[src/rtl/updi_pkg.sv]
// Shared UPDI types and defaults: bridge modes, link sequencer states,
// timing defaults and the phase-selection helper.
package updi_pkg;

  localparam int UPDI_LEN_W = 4;

  localparam int UPDI_BREAK_CYCLES      = 24000;
  localparam int UPDI_RELEASE_CYCLES    = 2000;
  localparam int UPDI_GUARD_CYCLES      = 400;
  localparam int UPDI_RX_TIMEOUT_CYCLES = 60000;
  localparam int UPDI_CNT_W             = 16;

  typedef enum logic [1:0] {
    BRIDGE_IDLE,
    BRIDGE_TX,
    BRIDGE_RX,
    BRIDGE_BREAK
  } updi_bridge_mode;

  typedef enum logic [2:0] {
    SEQ_IDLE,
    SEQ_BREAK,
    SEQ_RELEASE,
    SEQ_TX,
    SEQ_GUARD,
    SEQ_RX,
    SEQ_FINISH
  } updi_seq_state;

  // First data phase still owed: TX, then RX, else straight to FINISH.
  function automatic updi_seq_state seq_data_phase(
    input logic [UPDI_LEN_W-1:0] tx_len,
    input logic [UPDI_LEN_W-1:0] rx_len
  );
    if (tx_len != '0) return SEQ_TX;
    if (rx_len != '0) return SEQ_RX;
    return SEQ_FINISH;
  endfunction

endpackage

[src/rtl/updi_seq_timer.sv]
// Loadable down-counter shared by the BREAK, RELEASE, GUARD and RX
// timeout phases; holds at zero once expired.
module updi_seq_timer #(
  parameter int CNT_W = 16
) (
  input  logic             clk,
  input  logic             rst,
  input  logic             load,
  input  logic [CNT_W-1:0] load_val,
  output logic             zero
);

  logic [CNT_W-1:0] cnt_q;
  logic [CNT_W-1:0] cnt_d;

  always_comb begin
    cnt_d = cnt_q;
    if (load) begin
      cnt_d = load_val;
    end else if (cnt_q != '0) begin
      cnt_d = cnt_q - CNT_W'(1);
    end
  end

  always_ff @(posedge clk) begin
    if (rst) begin
      cnt_q <= '0;
    end else begin
      cnt_q <= cnt_d;
    end
  end

  assign zero = (cnt_q == '0);

endmodule

[src/rtl/updi_link_sequencer.sv]
// UPDI link phase sequencer: BREAK, release, TX, guard and RX phases,
// driving the bridge controller's override and write-enable controls.
module updi_link_sequencer
  import updi_pkg::*;
#(
  parameter int BREAK_CYCLES      = UPDI_BREAK_CYCLES,
  parameter int RELEASE_CYCLES    = UPDI_RELEASE_CYCLES,
  parameter int GUARD_CYCLES      = UPDI_GUARD_CYCLES,
  parameter int RX_TIMEOUT_CYCLES = UPDI_RX_TIMEOUT_CYCLES,
  parameter int CNT_W             = UPDI_CNT_W
) (
  input  logic                  clk,
  input  logic                  rst,
  input  logic                  cmd_valid,
  output logic                  cmd_ready,
  input  logic                  cmd_break,
  input  logic [UPDI_LEN_W-1:0] cmd_tx_len,
  input  logic [UPDI_LEN_W-1:0] cmd_rx_len,
  output logic                  tx_go,
  input  logic                  tx_byte_done,
  input  logic                  rx_byte_valid,
  output logic                  wr_en,
  output logic                  override_en,
  output logic                  override_value,
  output logic                  done,
  output logic                  timeout_err,
  output logic                  busy
);

  localparam logic [CNT_W-1:0] BRK_LD = CNT_W'(BREAK_CYCLES - 1);
  localparam logic [CNT_W-1:0] REL_LD = CNT_W'(RELEASE_CYCLES - 1);
  localparam logic [CNT_W-1:0] GRD_LD = CNT_W'(GUARD_CYCLES - 1);
  localparam logic [CNT_W-1:0] RXT_LD = CNT_W'(RX_TIMEOUT_CYCLES - 1);
  localparam logic [UPDI_LEN_W-1:0] LEN_ONE = UPDI_LEN_W'(1);

  updi_seq_state state_q, state_d;
  logic [UPDI_LEN_W-1:0] tx_cnt_q, tx_cnt_d;
  logic [UPDI_LEN_W-1:0] rx_cnt_q, rx_cnt_d;
  logic                  to_q, to_d;
  logic                  t_load;
  logic [CNT_W-1:0]      t_val;
  logic                  t_zero;

  updi_seq_timer #(
    .CNT_W (CNT_W)
  ) u_timer (
    .clk      (clk),
    .rst      (rst),
    .load     (t_load),
    .load_val (t_val),
    .zero     (t_zero)
  );

  always_comb begin
    state_d  = state_q;
    tx_cnt_d = tx_cnt_q;
    rx_cnt_d = rx_cnt_q;
    to_d     = 1'b0;
    t_load   = 1'b0;
    t_val    = '0;

    unique case (state_q)
      SEQ_IDLE: begin
        if (cmd_valid) begin
          tx_cnt_d = cmd_tx_len;
          rx_cnt_d = cmd_rx_len;
          state_d  = cmd_break ? SEQ_BREAK
                   : seq_data_phase(cmd_tx_len, cmd_rx_len);
        end
      end
      SEQ_BREAK: begin
        if (t_zero) state_d = SEQ_RELEASE;
      end
      SEQ_RELEASE: begin
        if (t_zero) state_d = seq_data_phase(tx_cnt_q, rx_cnt_q);
      end
      SEQ_TX: begin
        if (tx_byte_done && tx_cnt_q != '0) begin
          tx_cnt_d = tx_cnt_q - LEN_ONE;
        end
        if (tx_cnt_d == '0) state_d = SEQ_GUARD;
      end
      SEQ_GUARD: begin
        if (t_zero) state_d = seq_data_phase('0, rx_cnt_q);
      end
      SEQ_RX: begin
        if (rx_byte_valid && rx_cnt_q != '0) begin
          rx_cnt_d = rx_cnt_q - LEN_ONE;
          t_load   = 1'b1;
          t_val    = RXT_LD;
        end
        // A byte landing on the expiry cycle beats the timeout.
        if (rx_cnt_d == '0) begin
          state_d = SEQ_FINISH;
        end else if (t_zero && !rx_byte_valid) begin
          to_d    = 1'b1;
          state_d = SEQ_IDLE;
        end
      end
      SEQ_FINISH: begin
        state_d = SEQ_IDLE;
      end
      default: begin
        state_d = SEQ_IDLE;
      end
    endcase

    if (state_d != state_q) begin
      unique case (state_d)
        SEQ_BREAK:   begin t_load = 1'b1; t_val = BRK_LD; end
        SEQ_RELEASE: begin t_load = 1'b1; t_val = REL_LD; end
        SEQ_GUARD:   begin t_load = 1'b1; t_val = GRD_LD; end
        SEQ_RX:      begin t_load = 1'b1; t_val = RXT_LD; end
        default:     ;
      endcase
    end
  end

  always_ff @(posedge clk) begin
    if (rst) begin
      state_q  <= SEQ_IDLE;
      tx_cnt_q <= '0;
      rx_cnt_q <= '0;
      to_q     <= 1'b0;
    end else begin
      state_q  <= state_d;
      tx_cnt_q <= tx_cnt_d;
      rx_cnt_q <= rx_cnt_d;
      to_q     <= to_d;
    end
  end

  assign cmd_ready      = (state_q == SEQ_IDLE);
  assign busy           = (state_q != SEQ_IDLE);
  assign override_en    = (state_q != SEQ_TX) && (state_q != SEQ_RX);
  assign override_value = (state_q != SEQ_BREAK);
  assign wr_en          = (state_q == SEQ_TX);
  assign tx_go          = (state_q == SEQ_TX);
  assign done           = (state_q == SEQ_FINISH);
  assign timeout_err    = to_q;

endmodule

[config.mk]
export PLATFORM = sky130hd
export DESIGN_NAME = updi_link_sequencer
export DESIGN_NICKNAME = d
export VERILOG_FILES = /design/src/rtl/updi_pkg.sv /design/src/rtl/updi_seq_timer.sv /design/src/rtl/updi_link_sequencer.sv
export SDC_FILE = /design/constraint.sdc
export NUM_CORES = 1
export LEC_CHECK = 0
export CAP_MARGIN = 20
export CORE_UTILIZATION = 45
export DETAILED_ROUTE_END_ITERATION = 10
export GPL_ROUTABILITY_DRIVEN = 0
export GPL_TIMING_DRIVEN = 0
export PLACE_DENSITY = 0.68
export SLEW_MARGIN = 20
export SYNTH_ARGS = -nofsm -noshare
export SYNTH_HDL_FRONTEND = slang
export SYNTH_SLANG_ARGS = --single-unit
[constraint.sdc]
create_clock -name clk -period 3 [get_ports clk]
set_input_delay 0.3 -clock clk [delete_from_list [all_inputs] [get_ports clk]]
set_output_delay 0.3 -clock clk [all_outputs]
set_load 0.01 [all_outputs]
Fig. 1: nets reached from selected ports
The bar under the picture is 20 um long.
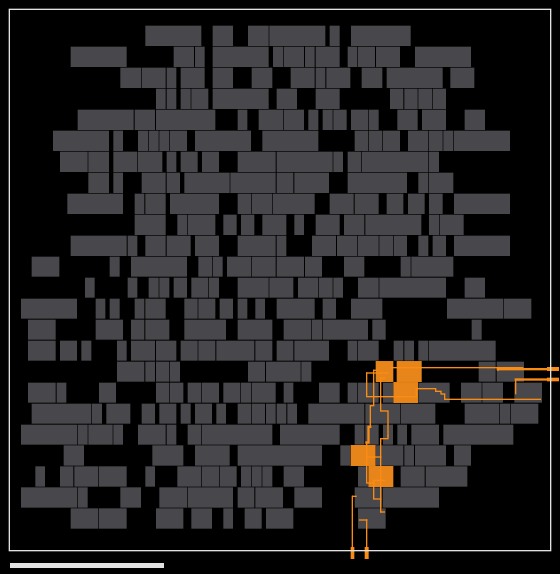
legend:
  orange:
    port: cmd_rx_len
    bits: 4
    direction: input
    end_cells: 5
    wire: 115 um
Ports: 22
Port Buffers: 20

Fig. 2: register map, names as in the netlist
The bar under the picture is 20 um long.
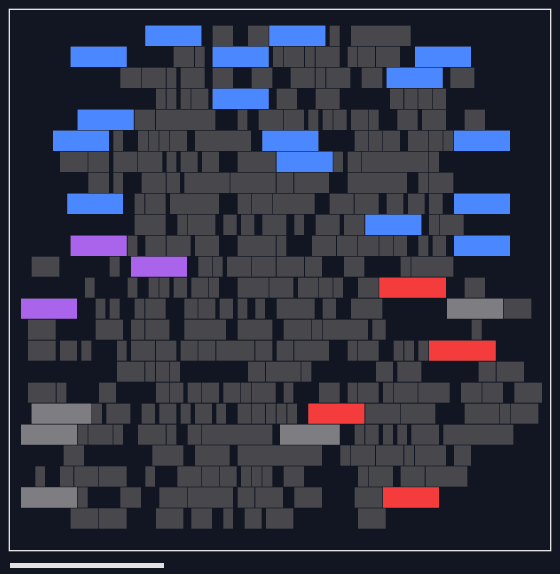
legend:
  red:
    netlist_name: rx_cnt_q
    flops: 4
  purple:
    netlist_name: state_q
    flops: 3
  blue:
    netlist_name: u_timer.cnt_q
    flops: 16
Seq. pwr: 626 uW
register area: 571 um2

Fig. 3: layout detail
Window x 0 to 40, y 30 to 70 um. Cells in grey, sequential cells in the stronger grey; small squares are vias.
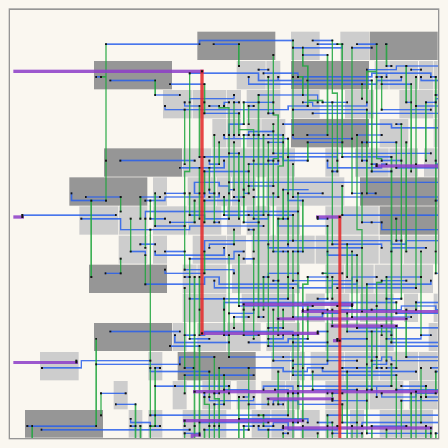
legend:
  red:
    layer: metal 4
  blue:
    layer: metal 1
  green:
    layer: metal 2
  purple:
    layer: metal 3
cells with their middle in the window: 107
most frequent: nor2_1 (18), dfxtp_1 (13), nand2_1 (12)
netlist names of flops here include: u_timer.cnt_q (10), state_q (3)
sequential cells in the window: 13

Fig. 4: the clock network
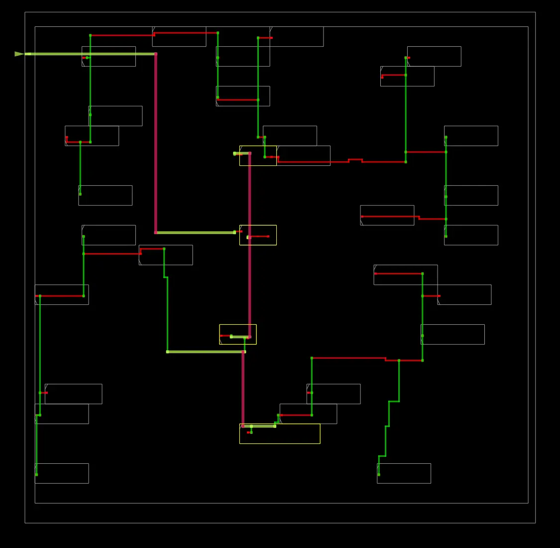
clock buf count: 3
clk ins delay skew pair: 0.29 ns
Clock Power: 310 uW
skew final: 0.00668 ns

==> summary.txt <==
status: finished clean
syn avg cell area: 7.54 um2
CTS sink count: 28
final setup violation count: 0
GR Util All Layers: 23.0%
pin count of the biggest net entering global routing: 17
Synth top cell by count: nor2_1
clk slew on worst S/H paths: 0.11 ns
worst setup path category: reg2reg
worst path cell trace: inv_4 -> ha_4 -> or3b_1 -> buf_6 -> and4_4 -> o2111a_2 -> or3_4 -> a21oi_4 -> buf_4 -> nand3_1 -> o2bb2ai_1 -> nor3_1 -> o21a_1
maximum achievable frequency: 0.338 GHz
pwr dens: 1030 mW/mm2
Top cell area share: 26.9%
largest area contributor in the netlist: dfxtp_1
global-route wire length before repair: 9230 um
Cell Type Count: 61
Tcrit/Tclk final: 98.6%
initial antenna violation count: 0
number of enable flip-flop cells: 0
launching point of the worst reg2reg path: rx_cnt_q[1]
number of CTS-inserted buffers: 3
register share after synthesis: 26.9%
fin worst setup slack: 0.0410 ns
worst slew pin tran: 0.801 ns
Top cells by area: dfxtp_1 27%, nor2_1 8.1%, xor2_1 4.6%
MaxCap Viol Count: 0
top cells by count: 45 x nor2_1, 28 x dfxtp_1, 25 x nand2_1, 13 x a21oi_1
Root Driver: clkbuf_8
final setup TNS: 0 ns
RSZ-0062 raised after global routing: true
synthesized flop and latch total: 28
CP Data Required Time: 3.18 ns
CTS tree: yes
dominant synthesized flop cell: dfxtp_1
H-tree levels: 1
slowest CP cell: or3_4
core utilization at floorplan: 47.1%
CTS Hold Bufs: 0
final hold slack: 0.502 ns
leakage: 0.00105 uW
dpl ws: -0.352 ns
antenna viol nets, final: 0
vias in the first global route: 1954
Congestion Overflow GR: 0
WL final: 5600 um
worst vdd ir: 475 uV
DP HPWL: 3760 um
CP top delay family: simple AND/OR/NAND/NOR gates
dpl cell area: 0.00235 mm2
die height: 70 um
iteration tally of the first detailed-router pass: 4
yosys stat chip area: 0.00208 mm2
final instance area: 0.00275 mm2
DR WL/cell: 15.3 um
Slew headroom: 46.1%
Min-Delay Path Class: in2reg
Util after Layout: 62.2%
Clock Path Buffers: 2
share of layout cells above drive strength 1: 22.9%
Mapped Cells: 276
die area: 0.00490 mm2
drt drc: 0
Tool Warnings: 28
Ys Warns: 0
-- flip-flops by register name, indices dropped and copies added (netlist names) --
| name | cells |
|---|---|
| state_q | 3 |
| rx_cnt_q | 4 |
| timeout_err | 1 |
| u_timer.cnt_q | 16 |
| tx_cnt_q | 4 |
-- per-stage QoR --
step | total power, uW | instances
floorplan | 1730 | 276
global placement | 2050 | 348
detailed placement | 2060 | 348
CTS | 2520 | 355
global route | 3050 | 366
finish | 2830 | 366
-- where the power goes --
group	total, uW	leakage (uW)	internal (uW)	switching [uW]
sequential	626	0.000233	488	138
clock	310	0.0000357	179	131
combinational	1890	0.000776	882	1010
-- final cells by class --
type                    instances  area [um2]
multi-input cells             226        1630
plain buffers                  10        51.3
repair buffers                 35         313
fillers                       400        1670
clock buffers                   3        41.3
inverters                      11        46.3
flip-flops and latches         28         571
well taps                      52        65.1
clock inverters                 1        30.0
-- cell families (layout without fill, tap and decap cells) --
kind of cell	count (synthesis)	after routing	share of synthesized area [%]
simple gates	135	135	34.8
compound gates	65	65	22.1
flops	28	28	26.9
buf+inv	22	60	4.33
xor+xnor	18	18	7.58
fa+ha+maj	4	4	2.41
mux	4	4	1.92
-- metal layers --
layer	wire (um)	vias to the layer above	GRT usage, %	part of all wire, %
met5	0	-	0	0
met4	59	0	6.89	1.1
met3	305	7	2.74	5.4
met2	2470	71	34.4	44
met1	2760	1015	34.5	49
li1	-	1071	-	-
-- timing repair --
item | CTS | global route
endpoints found under the setup margin | 16 | 16
pin swaps | 5 | 13
buffers inserted | 3 | 12
gates cloned | 0 | 0
gates resized | 22 | 36
-- path summary, 6_finish.rpt --
path / to / slack, ns / cells after the start
worst max register to register: u_timer.cnt_q[8] / 0.04 / 13
worst max-delay path: u_timer.cnt_q[8] / 0.04 / 13
worst min-delay path: u_timer.cnt_q[1] / 0.50 / 2
worst min register to register: tx_cnt_q[1] / 0.58 / 2
-- placed cells by master, fill, tap and decap left out, drive strengths merged, types with 2 or more instances in the layout --
cell type / count
nand4: 2
and4: 2
a211o: 2
a21oi: 15
a221oi: 7
o32ai: 2
o22ai: 2
a31oi: 3
or3: 8
and2: 4
and3: 2
nor2b: 3
o21ai: 12
nor4: 9
nand3: 5
a21boi: 3
o31ai: 3
nor3: 10
inv: 11
or4: 3
nor2: 45
clkbuf: 10
clkdlybuf4s50: 20
buf: 18
a211oi: 3
dfxtp: 28
xor2: 11
o21a: 7
xnor2: 7
or2: 3
or3b: 3
mux2i: 4
ha: 4
nand2: 26
nor4b: 3
nor3b: 3
Power and IR drop assume default switching activity.
